--- src/rtl/oc_tick_timer.sv ---
// Programmable us/ms/s countdown timer driven by the chip status real-time ticks,
// with a monitor that flags a malformed tick1us period or misaligned ms/s ticks.
package oclib_pkg;
    typedef struct packed {
        logic tick1s;
        logic tick1ms;
        logic tick1us;
    } chip_status_s;
endpackage

module oc_tick_timer #(
    parameter int ClockHz    = 100_000_000,
    parameter int CountWidth = 32
) (
    input  logic                     clock,
    input  logic                     resetN,
    input  oclib_pkg::chip_status_s  chipStatus,
    oc_tick_timer_if.slave           tmr
);
    localparam int                    UsNomInt = ClockHz / 1_000_000;
    localparam logic [15:0]           UsNom    = 16'(UsNomInt);
    localparam logic [15:0]           UsNomP1  = 16'(UsNomInt + 1);
    localparam logic [15:0]           CntMax   = 16'hFFFF;
    localparam logic [CountWidth-1:0] One      = CountWidth'(1);

    typedef enum logic [0:0] {
        StIdle = 1'b0,
        StRun  = 1'b1
    } state_e;

    logic [2:0]            tick_s;
    logic [2:0]            tickQ_r;
    logic [2:0]            rise_s;
    logic                  unitRise_s;
    logic                  loadZero_s;

    state_e                state_r;
    state_e                stateNext_s;
    logic [1:0]            unit_r;
    logic [1:0]            unitNext_s;
    logic                  periodic_r;
    logic                  periodicNext_s;
    logic [CountWidth-1:0] count_r;
    logic [CountWidth-1:0] countNext_s;
    logic                  expire_r;
    logic                  expireNext_s;
    logic                  running_r;

    logic [15:0]           usCnt_r;
    logic [15:0]           usCntNext_s;
    logic                  usSeen_r;
    logic                  intervalBad_s;
    logic                  alignBad_s;
    logic                  tickError_r;
    logic                  tickErrorNext_s;

    // Ticks are already synchronous and stretched, so a single delay stage gives clean edges.
    assign tick_s     = {chipStatus.tick1s, chipStatus.tick1ms, chipStatus.tick1us};
    assign rise_s     = tick_s & ~tickQ_r;
    assign loadZero_s = (tmr.cfgLoad == '0);

    // Tick history for rising-edge detection.
    always_ff @(posedge clock or negedge resetN) begin
        if (!resetN) begin
            tickQ_r <= 3'b000;
        end else begin
            tickQ_r <= tick_s;
        end
    end

    // Select the rise of the unit captured at start; reserved encoding counts microseconds.
    always_comb begin
        unitRise_s = 1'b0;
        case (unit_r)
            2'd1:    unitRise_s = rise_s[1];
            2'd2:    unitRise_s = rise_s[2];
            default: unitRise_s = rise_s[0];
        endcase
    end

    // Next-state logic; stop outranks start, which outranks a unit tick.
    always_comb begin
        stateNext_s    = state_r;
        countNext_s    = count_r;
        expireNext_s   = 1'b0;
        unitNext_s     = unit_r;
        periodicNext_s = periodic_r;
        if (tmr.stop) begin
            stateNext_s = StIdle;
        end else if (tmr.start) begin
            unitNext_s     = tmr.cfgUnit;
            periodicNext_s = tmr.cfgPeriodic;
            if (loadZero_s) begin
                countNext_s  = '0;
                expireNext_s = 1'b1;
                stateNext_s  = StIdle;
            end else begin
                countNext_s = tmr.cfgLoad;
                stateNext_s = StRun;
            end
        end else if ((state_r == StRun) && unitRise_s) begin
            if (count_r > One) begin
                countNext_s = count_r - One;
            end else begin
                expireNext_s = 1'b1;
                // A periodic reload of zero has nothing to count, so it ends like a one-shot.
                if (periodic_r && !loadZero_s) begin
                    countNext_s = tmr.cfgLoad;
                    stateNext_s = StRun;
                end else begin
                    countNext_s = '0;
                    stateNext_s = StIdle;
                end
            end
        end else begin
            stateNext_s = state_r;
        end
    end

    // Timer state and registered outputs.
    always_ff @(posedge clock or negedge resetN) begin
        if (!resetN) begin
            state_r    <= StIdle;
            unit_r     <= 2'd0;
            periodic_r <= 1'b0;
            count_r    <= '0;
            expire_r   <= 1'b0;
            running_r  <= 1'b0;
        end else begin
            state_r    <= stateNext_s;
            unit_r     <= unitNext_s;
            periodic_r <= periodicNext_s;
            count_r    <= countNext_s;
            expire_r   <= expireNext_s;
            running_r  <= (stateNext_s == StRun);
        end
    end

    // Tick-stream monitor: interval length of tick1us and ms/s alignment.
    always_comb begin
        usCntNext_s   = usCnt_r;
        intervalBad_s = 1'b0;
        if (rise_s[0]) begin
            usCntNext_s   = 16'd1;
            // A saturated counter never equals the nominal interval, so it is flagged here too.
            intervalBad_s = usSeen_r && (usCnt_r != UsNom) && (usCnt_r != UsNomP1);
        end else if (usCnt_r != CntMax) begin
            usCntNext_s = usCnt_r + 16'd1;
        end else begin
            usCntNext_s = CntMax;
        end
        alignBad_s = (rise_s[1] & ~rise_s[0]) | (rise_s[2] & ~rise_s[1]);
        if (intervalBad_s || alignBad_s) begin
            tickErrorNext_s = 1'b1;
        end else if (tmr.tickErrorClear) begin
            tickErrorNext_s = 1'b0;
        end else begin
            tickErrorNext_s = tickError_r;
        end
    end

    // Monitor registers; the first tick1us rise after reset only arms the interval check.
    always_ff @(posedge clock or negedge resetN) begin
        if (!resetN) begin
            usCnt_r     <= 16'd0;
            usSeen_r    <= 1'b0;
            tickError_r <= 1'b0;
        end else begin
            usCnt_r     <= usCntNext_s;
            usSeen_r    <= usSeen_r | rise_s[0];
            tickError_r <= tickErrorNext_s;
        end
    end

    assign tmr.running   = running_r;
    assign tmr.count     = count_r;
    assign tmr.expire    = expire_r;
    assign tmr.tickError = tickError_r;
endmodule

--- src/rtl/oc_tick_timer_if.sv ---
// Control/status bundle between user logic and oc_tick_timer.
// The user side drives configuration and pulses; the timer drives status back.
interface oc_tick_timer_if #(
    parameter int CountWidth = 32
);
    logic [1:0]            cfgUnit;
    logic                  cfgPeriodic;
    logic [CountWidth-1:0] cfgLoad;
    logic                  start;
    logic                  stop;
    logic                  tickErrorClear;
    logic                  running;
    logic [CountWidth-1:0] count;
    logic                  expire;
    logic                  tickError;

    modport master (
        output cfgUnit, cfgPeriodic, cfgLoad, start, stop, tickErrorClear,
        input  running, count, expire, tickError
    );

    modport slave (
        input  cfgUnit, cfgPeriodic, cfgLoad, start, stop, tickErrorClear,
        output running, count, expire, tickError
    );
endinterface

--- src/flat_wrapper.sv ---
// flat-port wrapper written by rule: the top's interface ports become plain ports
module oc_tick_timer_flat 
#(
    parameter int ClockHz    = 100_000_000,
    parameter int CountWidth = 32
)
  (clock, resetN, chipStatus, tmr_cfgUnit, tmr_cfgPeriodic, tmr_cfgLoad, tmr_start, tmr_stop, tmr_tickErrorClear, tmr_running, tmr_count, tmr_expire, tmr_tickError);
  oc_tick_timer_if #(.CountWidth(CountWidth)) tmr_i ();
  input  logic clock;
  input  logic resetN;
  input  oclib_pkg::chip_status_s chipStatus;
  input wire logic [$bits(tmr_i.cfgUnit)-1:0] tmr_cfgUnit;
  input wire logic [$bits(tmr_i.cfgPeriodic)-1:0] tmr_cfgPeriodic;
  input wire logic [$bits(tmr_i.cfgLoad)-1:0] tmr_cfgLoad;
  input wire logic [$bits(tmr_i.start)-1:0] tmr_start;
  input wire logic [$bits(tmr_i.stop)-1:0] tmr_stop;
  input wire logic [$bits(tmr_i.tickErrorClear)-1:0] tmr_tickErrorClear;
  output wire logic [$bits(tmr_i.running)-1:0] tmr_running;
  output wire logic [$bits(tmr_i.count)-1:0] tmr_count;
  output wire logic [$bits(tmr_i.expire)-1:0] tmr_expire;
  output wire logic [$bits(tmr_i.tickError)-1:0] tmr_tickError;
  assign tmr_i.cfgUnit = tmr_cfgUnit;
  assign tmr_i.cfgPeriodic = tmr_cfgPeriodic;
  assign tmr_i.cfgLoad = tmr_cfgLoad;
  assign tmr_i.start = tmr_start;
  assign tmr_i.stop = tmr_stop;
  assign tmr_i.tickErrorClear = tmr_tickErrorClear;
  assign tmr_running = tmr_i.running;
  assign tmr_count = tmr_i.count;
  assign tmr_expire = tmr_i.expire;
  assign tmr_tickError = tmr_i.tickError;
  oc_tick_timer #(.ClockHz(ClockHz), .CountWidth(CountWidth)) u_core (.clock(clock), .resetN(resetN), .chipStatus(chipStatus), .tmr(tmr_i));
endmodule
--- config.mk ---
export PLATFORM = sky130hd
export DESIGN_NAME = oc_tick_timer_flat
export DESIGN_NICKNAME = d
export VERILOG_FILES = /design/src/rtl/oc_tick_timer.sv /design/src/rtl/oc_tick_timer_if.sv /design/src/flat_wrapper.sv
export SDC_FILE = /design/constraint.sdc
export NUM_CORES = 1
export LEC_CHECK = 0
export CAP_MARGIN = 10
export CORE_MARGIN = 2
export CORE_UTILIZATION = 25
export CTS_CLUSTER_SIZE = 8
export DETAILED_ROUTE_END_ITERATION = 10
export PLACE_DENSITY = 0.49
export SLEW_MARGIN = 20
export SYNTH_ARGS = -nofsm -noshare
export SYNTH_HDL_FRONTEND = slang
export SYNTH_SLANG_ARGS = --single-unit
--- constraint.sdc ---
create_clock -name clock -period 3.2 [get_ports clock]
set_input_delay 0.48 -clock clock [delete_from_list [all_inputs] [get_ports clock]]
set_output_delay 0.48 -clock clock [all_outputs]
set_load 0.03 [all_outputs]
M2 wires:
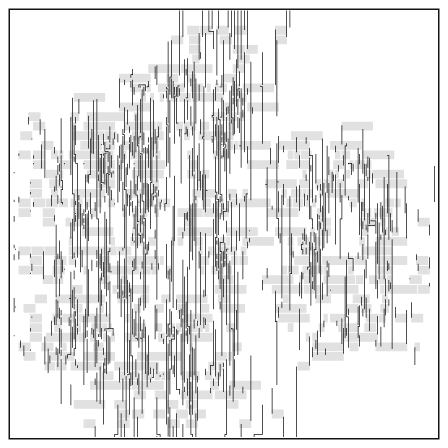
share of all routed wire: 48%
main direction: vertical

The clock network:
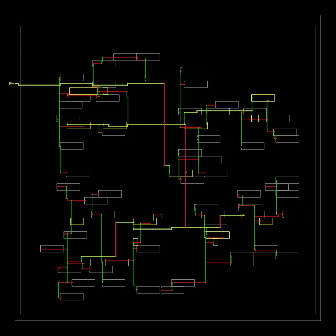
Seq Cell Count: 58
worst-skew pair later-pin latency: 0.33 ns
Clock buffer cells: 11
Max Clock Skew: 0.005896 ns

==> results.json <==
{
  "die_w_um": 121.3,
  "hp-class": "in2async",
  "numPortBuffers": 77,
  "top_area_share_pct": 42.17,
  "n_antenna_cell": 0,
  "drv_cap": 0,
  "synthArstFlopShare_pct": 100.0,
  "maxPowerGroup": "the clock network",
  "setup_ws_ns": 0.1580,
  "placed_cells": 644,
  "layout_top_cell": "clkdlybuf4s50_1",
  "reg2reg_from": "u_core.tmr.count[28]",
  "post_dp_cell_area_um2": 4536,
  "grt_pass1_wl_mm": 18.27,
  "detail-route-antenna-nets": 0,
  "drtPass1Iterations": 4,
  "synth.area.top_cells": "dfrtp_1 (42%), a221o_1 (4.9%), nor2_1 (4.4%)",
  "area_growth_pct": 40.64,
  "compound_area_share_pct": 20.47,
  "end_kind": "register",
  "power_frac_seq_pct": 36.3,
  "setup_viol": 0,
  "synth_cell_type_count": 53,
  "grt_start_max_net_pins": 47,
  "buffers": 95,
  "routed-via-count": 3437,
  "worst-path-max-fanout": 8,
  "comb_share_pct": 38.87,
  "regArea_um2": 1451,
  "cts_max_level": 3,
  "period_minus_slack_ns": 3.042,
  "yosys.area_share.adder_pct": 2.545,
  "comb_power_share_pct": 27.4,
  "comb_area_um2": 1882,
  "warnings": 30,
  "grt.total_usage_pct": 16.07,
  "p_leak_nw": 1.900,
  "cp-start-kind": "register",
  "largest_reg_flops": 32,
  "pwr_density_cell_nw_per_um2": 555.3,
  "cts_inserted_buffers": 9,
  "cts_tree": "done",
  "yosys-stat-cells": 384,
  "final_nets": 529,
  "die_h_um": 121.3,
  "reg2reg_to": "u_core.tmr.count[20]",
  "slew_headroom_pct": 45.20,
  "comb.multi_input.count": 300,
  "power.switching_mw": 0.8803,
  "post_drt_wl_per_cell_um": 17.22,
  "synth_area_per_cell_um2": 8.964,
  "yosysWarnings": 0,
  "ir_worst_vdd_mv": 0.2435,
  "core-area_um2": 13350,
  "rows": 42,
  "tns_ns": 0,
  "cts_sinks": 58,
  "avgViaCountPerCell": 5.208,
  "crit_required_ns": 3.46,
  "antenna_found_initial": 0,
  "ios": 78,
  "layout-drive-gt1-share_pct": 9.711,
  "hold_violations": 0,
  "cp.arrival_ns": 3.30,
  "rsz0062_at_grt": "no",
  "fp-utilization_pct": 25.79,
  "tightest_slew_ns": 0.8190,
  "hold_buffers": 0,
  "remaining_drc_errors": 0,
  "edf_count": 0,
  "overflow": 0,
  "final-clk-cell-share_pct": 6.307,
  "final_cell_mix": "clkdlybuf4s50_1 (76), dfrtp_1 (58), nor2_1 (40)",
  "fin_crit_sh_pct": 95.06,
  "ys_sh_simple_pct": 26.90,
  "synth.area.mux_share_pct": 0,
  "switching_share_pct": 32.75,
  "dpl_worst_slack_ns": 0.2037,
  "yosys.area.top_type": "dfrtp_1",
  "drt-initial-drc-count": 204,
  "fin_worst_hold_slack_ns": 0.03233,
  "setup.worst_path.start": "u_core.tmr.count[28]",
  "synthFlopType": "dfrtp_1",
  "reg2reg_slack_ns": 0.16,
  "path_clk_slew_ns": 0.05,
  "ys_top_logic_family": "simple AND/OR/NAND/NOR gates",
  "cts_root_buf": "clkbuf_16",
  "pg_comb_mw": 0.737,
  "wirelength_mm": 11.37,
  "dp_hpwl_mm": 8.327,
  "powerClk_mw": 0.977,
  "syn_inst": 384,
  "p_seq_mw": 0.975,
  "die-area_um2": 14720,
  "crit_type": "reg2reg",
  "yosys_area_um2": 3442,
  "largestClassByArea": "logic gates",
  "post_cts_buffers": 0,
  "place_congestion": 0.8440,
  "fillers": 1412,
  "outcome": "complete, no violations",
  "drv_slew": 0,
  "clockBufferDepth": 2,
  "grt_pass1_vias": 3445,
  "cts_resized": 0,
  "ys.flops": 58,
  "seq-cell-share_pct": 29.98,
  "xor_share_pct": 4.580,
  "buf_share_pct": 19.13,
  "taps": 176,
  "p_int_mw": 1.808,
  "fin_area_um2": 4841,
  "clock_power_share_pct": 36.3,
  "inv_count": 15,
  "syn-cell-area_um2": 3442,
  "max_freq_mhz": 328.7,
  "r2r_cells": 7,
  "common_cells": "dfrtp_1 (58), nor2_1 (40), nand2_1 (39), nor4_1 (24), a21oi_1 (23)",
  "crit_path_end": "u_core.tmr.count[20]",
  "synth_seq_share_pct": 42.17,
  "stdcell_count": 660,
  "syn-num-nets": 434,
  "yosysMostFrequentCell": "dfrtp_1"
}
Cells by drive strength:
The bar under the picture is 20 um long.
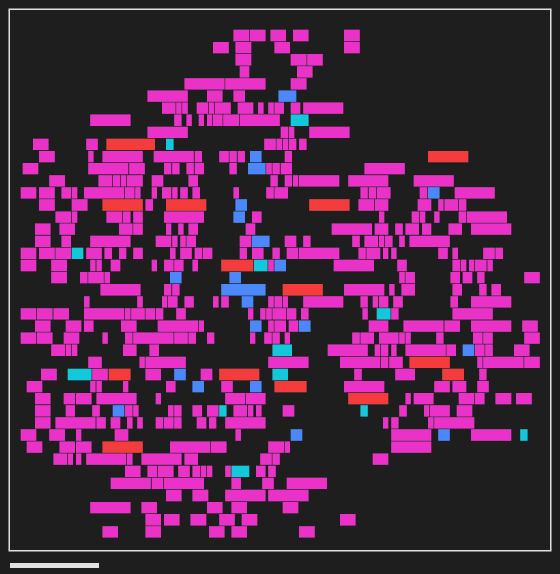
| color | size | cells | share |
|---|---|---|---|
| cyan | drive 2 | 12 | 2.5% |
| blue | drive 3 to 4 | 21 | 4.3% |
| red | drive 6 and up | 14 | 2.9% |
| magenta | drive 1 or less | 437 | 90% |

Metal 4:
The bar under the picture is 20 um long.
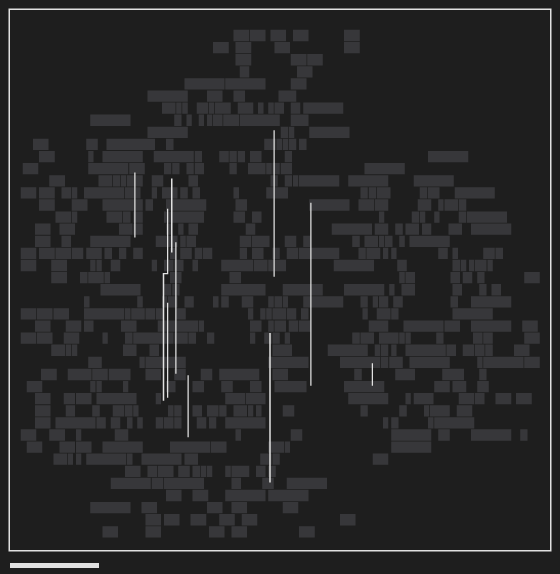
nets with wire on the layer: 8
wire length on this layer: 250 um
share of all routed wire: 2.2%
main direction: vertical

-- through the flow --
| step | util [%] | total power, mW |
|---|---|---|
| after floorplan | - | 1.367 |
| after global placement | 33.98 | 1.723 |
| after detailed placement | 33.98 | 1.721 |
| after CTS | 36.27 | 2.727 |
| after global routing | 36.27 | 2.837 |
| final | 36.27 | 2.688 |
-- routing by layer --
metal	vias up	share of wire [%]	routed length (um)	GRT usage (%)
li1	1634	-	-	-
met4	0	2.2	249	5.675
met3	22	5.3	599	5.028
met2	107	48	5409	25.98
met1	1674	45	5107	20.21
met5	-	0	0	0
-- worst max-delay path, stage by stage (launching register included) --
cell     delay (ns)
dfrtp_1        0.43
or4_4          0.57
or3_4          0.36
nor4_1         0.43
buf_4          0.21
a21oi_1        0.06
nor2_1         0.63
a221o_1        0.28
Power and IR drop assume default switching activity.
